==> config.mk <==
export PLATFORM = sky130hd
export DESIGN_NAME = rf_wb_arbiter
export DESIGN_NICKNAME = d
export VERILOG_FILES = /design/src/rtl/rf_pkg.sv /design/src/rtl/rr_arb2.sv /design/src/rtl/rf_wb_arbiter.sv
export SDC_FILE = /design/constraint.sdc
export NUM_CORES = 1
export LEC_CHECK = 0
export CORE_MARGIN = 2
export CORE_UTILIZATION = 39
export DETAILED_ROUTE_END_ITERATION = 8
export PLACE_DENSITY = 0.8
export SLEW_MARGIN = 15
export SYNTH_ARGS = -nofsm -noshare
export SYNTH_HDL_FRONTEND = slang
export SYNTH_SLANG_ARGS = --single-unit
==> constraint.sdc <==
create_clock -name clk -period 2.1 [get_ports clk]
set_input_delay 0.42 -clock clk [delete_from_list [all_inputs] [get_ports clk]]
set_output_delay 0.42 -clock clk [all_outputs]
set_load 0.05 [all_outputs]
**Run 1: routed metal per tile**

Drawn at 4 px/um. 17 x 17 tiles, from dark blue (low) to red (high), scaled to the fullest tile. Values are wire area over tile area, all layers added.
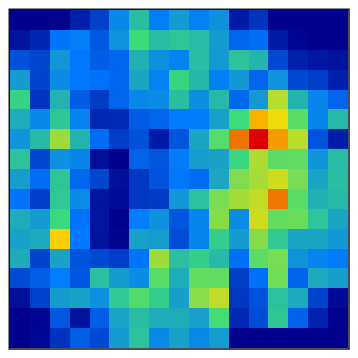
mean over tiles: 0.16
densest ninth of the die: middle right
nearly empty tiles: 8.3%
tiles over half the peak: 14%
fullest tile: 0.52
total global-route track usage: 19.5%
total number of vias: 2584
WL final: 6.91 mm
wire per inst: 14.1 um

**Run 1: port wiring**

Drawn at 6 px/um.
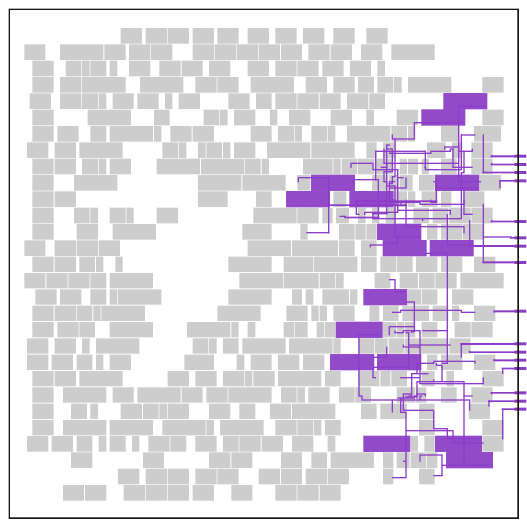
[purple] conflict_cnt | bits: 16 | direction: output | end cells: 16 | buffers: 16 | wire: 737 um
Top-Level Pins: 136
input/output buffers: 135

**Run 1: sequential cells coloured by netlist name**

Drawn at 6 px/um. Other sequential cells in the stronger grey, the rest of the logic in the fainter grey.
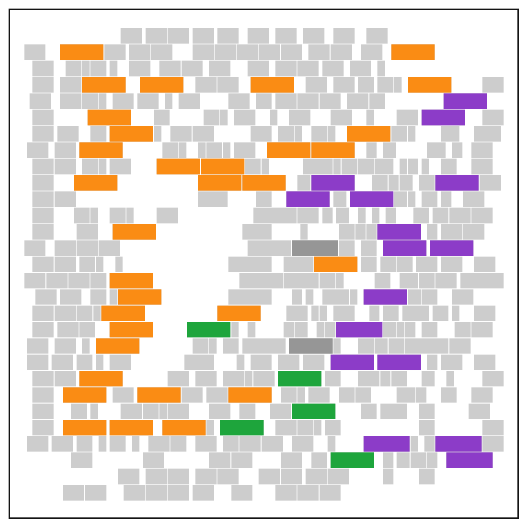
[orange] rf_wdata | sequential cells: 32
[green] rf_waddr | sequential cells: 5 | where: bottom centre
[purple] conflict_cnt | sequential cells: 16
not coloured: 2
register cell area after layout: 1110 um2
Seq area share: 26.3%
Sequential Power: 1.16 mW
Final Util: 66.7%

==> job_summary.md, run 1 <==
## PnR job results

| Metric | Value |
|---|---|
| Std cell rows | `29` |
| Initial drt markers | `about 85` |
| Fin. max-slew vios | `0` |
| R2R setup slack | `approximately 0.16 ns` |
| Slowest cell on the critical path | `clkdlybuf4s50_1` |
| Share of layout cells above drive strength 1 | `8.70%` |
| Net Switching | `about 0.83 mW` |
| Sink Count | `roughly 55` |
| Number of enable flip-flop cells | `0` |
| Final Hold Fails | `0` |
| Total design power | `about 2.6 mW` |
| Die X | `84.6 um` |
| Worst min-delay path category | `flip-flop to flip-flop` |
| Hpwl dp | `between 5 and 6 mm` |
| Fillers | `between 500 and 600` |
| Max-cap violations | `0` |
| Core Density at Floorplan | `40.1%` |
| Late-Pin Clk Latency | `slightly below 0.3 ns` |
| Slew HR | `between 60% and 70%` |
| Synth cell types | `32` |
| CP Buf/Inv Count | `1` |
| Die area | `about 7200 um2` |
| Status | `finished, final reports clean` |
| Final period util | `a little over nine tenths` |
| Post-CTS Setup Bufs | `0` |
| Dominant flop cell | `dfxtp_1` |
| Max power group | `registers` |
| Worst hold stages | `2` |
| CTS H-tree depth | `2` |
| Largest net degree at the start of global routing | `39` |
| Fmax | `496 MHz` |
| Stages on the worst setup path | `1` |
| Routability cong. | `0.802` |
| CP delay by family, top | `buffers and inverters` |
| Unrepaired setup endpoints after global routing | `false` |
| Switching share of power | `approximately 32%` |
| Final number of setup-violating endpoints | `0` |
| Max FFs per register | `32` |
==> run 1: what timing repair did <==
| action | 4_1_cts | 5_1_grt |
|---|---|---|
| endpoints found under the setup margin | 0 | 1 |
| hold buffers | 0 | 0 |
| gates resized | 0 | 1 |
| endpoints found under the hold margin | 0 | 0 |
==> run 1: logic make-up (layout without fill, tap and decap cells) <==
group,after synthesis,count (layout),synth area share (%)
compound gates,71,71,19.8
flops,55,55,43.5
simple gates,85,85,16.9
buf+inv,27,164,4.35
mux,38,38,15.0
fa+ha+maj,1,1,0.494
==> run 1: cell type report <==
class,instances,area [um2],area share [%]
tap,77,96.3,2.29
clock buffer,7,76.3,1.81
timing repair buffer,151,1570,37.2
sequential,55,1110,26.3
clock inverter,1,5.00,0.119
multi-input combinational,195,1340,31.8
inverter,5,18.8,0.446
==> run 1: placed cells by master, fill, tap and decap left out, types with 2 or more instances in the layout <==
cell and n:
a211oi_1 37, a21oi_1 13, and4_1 2, buf_12 8
buf_4 11, clkbuf_1 2, clkbuf_8 5, clkdlybuf4s50_1 131
dfxtp_1 50, dfxtp_2 5, inv_1 4, mux2i_1 38
nand2_1 11, nand2b_1 2, nand3_1 5, nand4_1 5
nor2_1 39, nor4_1 2, o21a_1 3, o21ai_1 2
o31ai_1 9, or3_1 3, or4_1 10
==> run 1: routing by layer <==
metal  vias to the layer above  part of all wire, %  track usage (%)
met1                      1181                   40             22.9
met5                         -                    0                0
met4                         0                  1.4             5.77
met2                        88                   52             35.3
met3                         9                  6.7             4.33
li1                       1306                    -                -
==> run 1: through the flow <==
stage               worst slack (ns)  hold WS [ns]  area, um2
floorplan                     0.0103         0.479       2540
global placement             -0.0452         0.483       4130
detailed placement           -0.0782         0.490       4130
CTS                           0.0578         0.503       4210
global route                 0.00353         0.520       4210
finish                        0.0831         0.500       4210
**Run 1: cell placement**

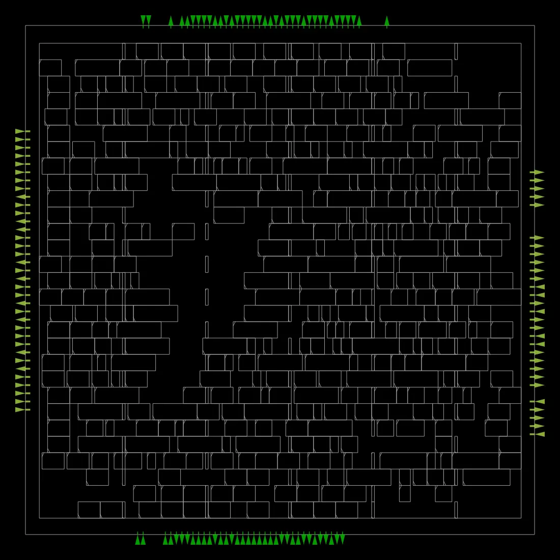

==> run 2, diff against run 1 <==
--- a/config.mk
+++ b/config.mk
@@ -6,9 +6,9 @@
 export NUM_CORES = 1
 export LEC_CHECK = 0
 export CORE_MARGIN = 2
-export CORE_UTILIZATION = 39
+export CORE_UTILIZATION = 42
 export DETAILED_ROUTE_END_ITERATION = 8
-export PLACE_DENSITY = 0.8
+export PLACE_DENSITY = 0.85
 export SLEW_MARGIN = 15
 export SYNTH_ARGS = -nofsm -noshare
 export SYNTH_HDL_FRONTEND = slang
==> constraint.sdc (replaced) <==
create_clock -name clk -period 2.6 [get_ports clk]
set_input_delay 0.52 -clock clk [delete_from_list [all_inputs] [get_ports clk]]
set_output_delay 0.52 -clock clk [all_outputs]
set_load 0.05 [all_outputs]
**Run 2: cell placement**

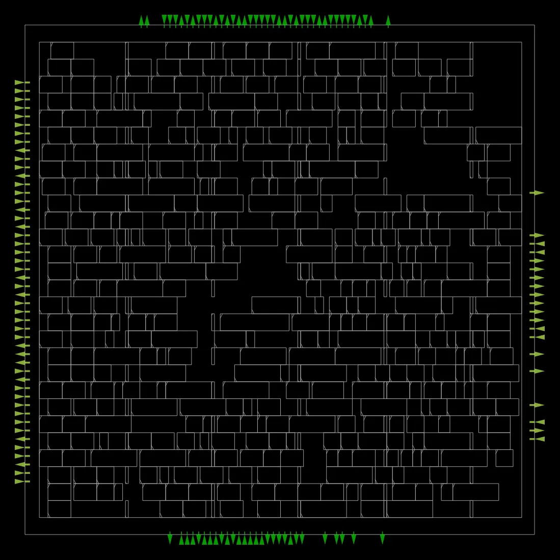
number of flip-flops and latches: 55
n_taps: 75

**Run 2: port wiring**

Drawn at 6 px/um.
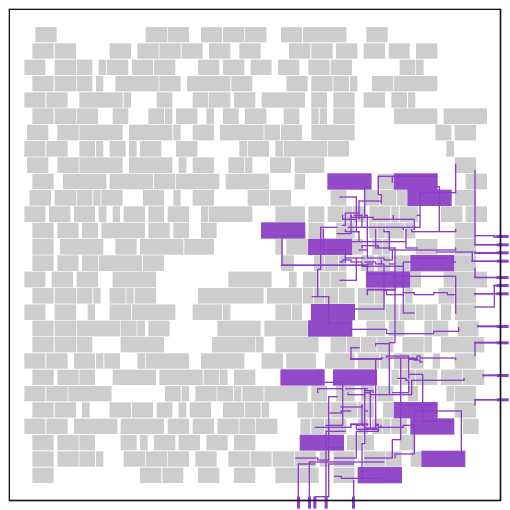
[purple] conflict_cnt | bits: 16 | direction: output | end cells: 16 | buffers: 16 | wire: 780 um

**Run 2: routed metal per tile**

Drawn at 4 px/um. 16 x 16 tiles, from dark blue (low) to red (high), scaled to the fullest tile. Values are wire area over tile area, all layers added.
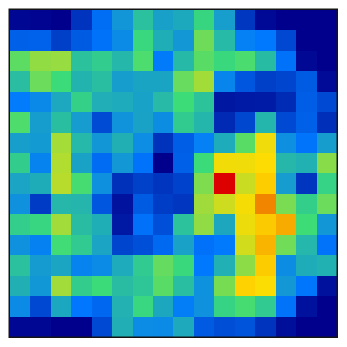
emptiest ninth of the die: upper right
fullest tile: 0.48
mean over tiles: 0.17
total number of vias: 2545
wire per inst: 14.1 um
WL final: 6.81 mm
total global-route track usage: 20.8%

==> job_summary.md, run 2 <==
## PnR job results

| Metric | Value |
|---|---|
| Largest net degree at the start of global routing | `75` |
| Logic family by area | `AND-OR/OR-AND gates` |
| Initial drt markers | `roughly 45` |
| Seq area share | `approximately a quarter` |
| Synth cell types | `32` |
| Sink Count | `55` |
| Slew HR | `around 64%` |
| Fmax | `448 MHz` |
| Fin. max-slew vios | `0` |
| Proportion of synthesized area in mux cells | `between 10% and 20%` |
| Unrepaired setup endpoints after global routing | `false` |
| Fillers | `about 490` |
| Worst setup margin | `0.370 ns` |
| Max FFs per register | `32` |
| Final Util | `between 70% and 80%` |
| Core Density at Floorplan | `43.0%` |
| Post-Synth Simple-Gate Area | `16.9%` |
| Input/output buffers | `135` |
| Switching share of power | `between 30% and 40%` |
| Net Switching | `just under 0.7 mW` |
| Post-cts sizing count | `0` |
| Adder share | `less than 1%` |
| Leading cell kind | `buffers` |
| Register cell area after layout | `1100 um2` |
| Final non-clock buffer share | `about 36%` |
| Non-clk bufs | `between 100 and 150` |
| DP Worst Slack | `between 0.15 and 0.2 ns` |
| Post-CTS Setup Bufs | `0` |
| Die area | `around 6700 um2` |
| ClkCell Share | `2.84%` |
| Top Layout Cells | `clkdlybuf4s50_1 (132), dfxtp_1 (55), nor2_1 (39), mux2i_1 (38), a211oi_1 (37)` |
| Status | `finished, final reports clean` |
| Number of enable flip-flop cells | `0` |
| Aoi share | `19.8%` |
-- run 2: cell count changes in the layout (fill, tap and decap cells not counted) --
cell / change
dfxtp_2: -5
dfxtp_1: +5
bufinv_16: +1
nor3b_1: +1
nor3b_2: -1
clkdlybuf4s50_1: +1
buf_12: -3
clkbuf_1: -2
buf_4: -4
dlymetal6s2s_1: -1
clkbuf_8: +1
-- run 2: metrics by stage --
step / hold slack, ns / total power [mW] / std cells / instance area [um2]
after global placement: 0.485 / 1.63 / 474 / 4020
after CTS: 0.504 / 2.22 / 482 / 4140
final: 0.500 / 2.20 / 482 / 4140
after floorplan: 0.479 / 1.34 / 277 / 2530
after detailed placement: 0.492 / 1.64 / 474 / 4020
after global routing: 0.526 / 2.30 / 482 / 4140
-- run 2: cells by family (layout without fill, tap and decap cells) --
| logic type | count (synthesis) | count (layout) |
|---|---|---|
| and+or+nand+nor | 85 | 85 |
| AOI/OAI and AO/OA | 71 | 71 |
| DFF | 55 | 55 |
| muxes | 38 | 38 |
| buffers and inverters | 27 | 157 |
| adders and majority gates | 1 | 1 |
-- run 2: critical path, cell delays in order --
cell             delay [ns]
clkdlybuf4s50_1        0.50
nand2_1                0.20
nand2_1                0.09
a21oi_1                0.22
buf_12                 0.17
-- run 2: power groups by stage --
stage | Combinational (mW) | Clock [mW] | Sequential (mW)
finish | 0.682 | 0.583 | 0.936
floorplan | 0.183 | 0 | 1.15
CTS | 0.688 | 0.598 | 0.936
detailed placement | 0.686 | 0 | 0.955
global route | 0.724 | 0.630 | 0.945
global placement | 0.677 | 0 | 0.952
-- run 2: per-layer routing --
metal	part of all wire, %	vias up	global-route usage (%)	wire (um)
met3	7.8	4	6.37	530
li1	-	1300	-	-
met1	40	1151	24.5	2720
met2	51	90	37.0	3500
met4	0.84	0	5.00	57
met5	0	-	0	0
No activity file was given, so power comes from the tool's default toggle rates.
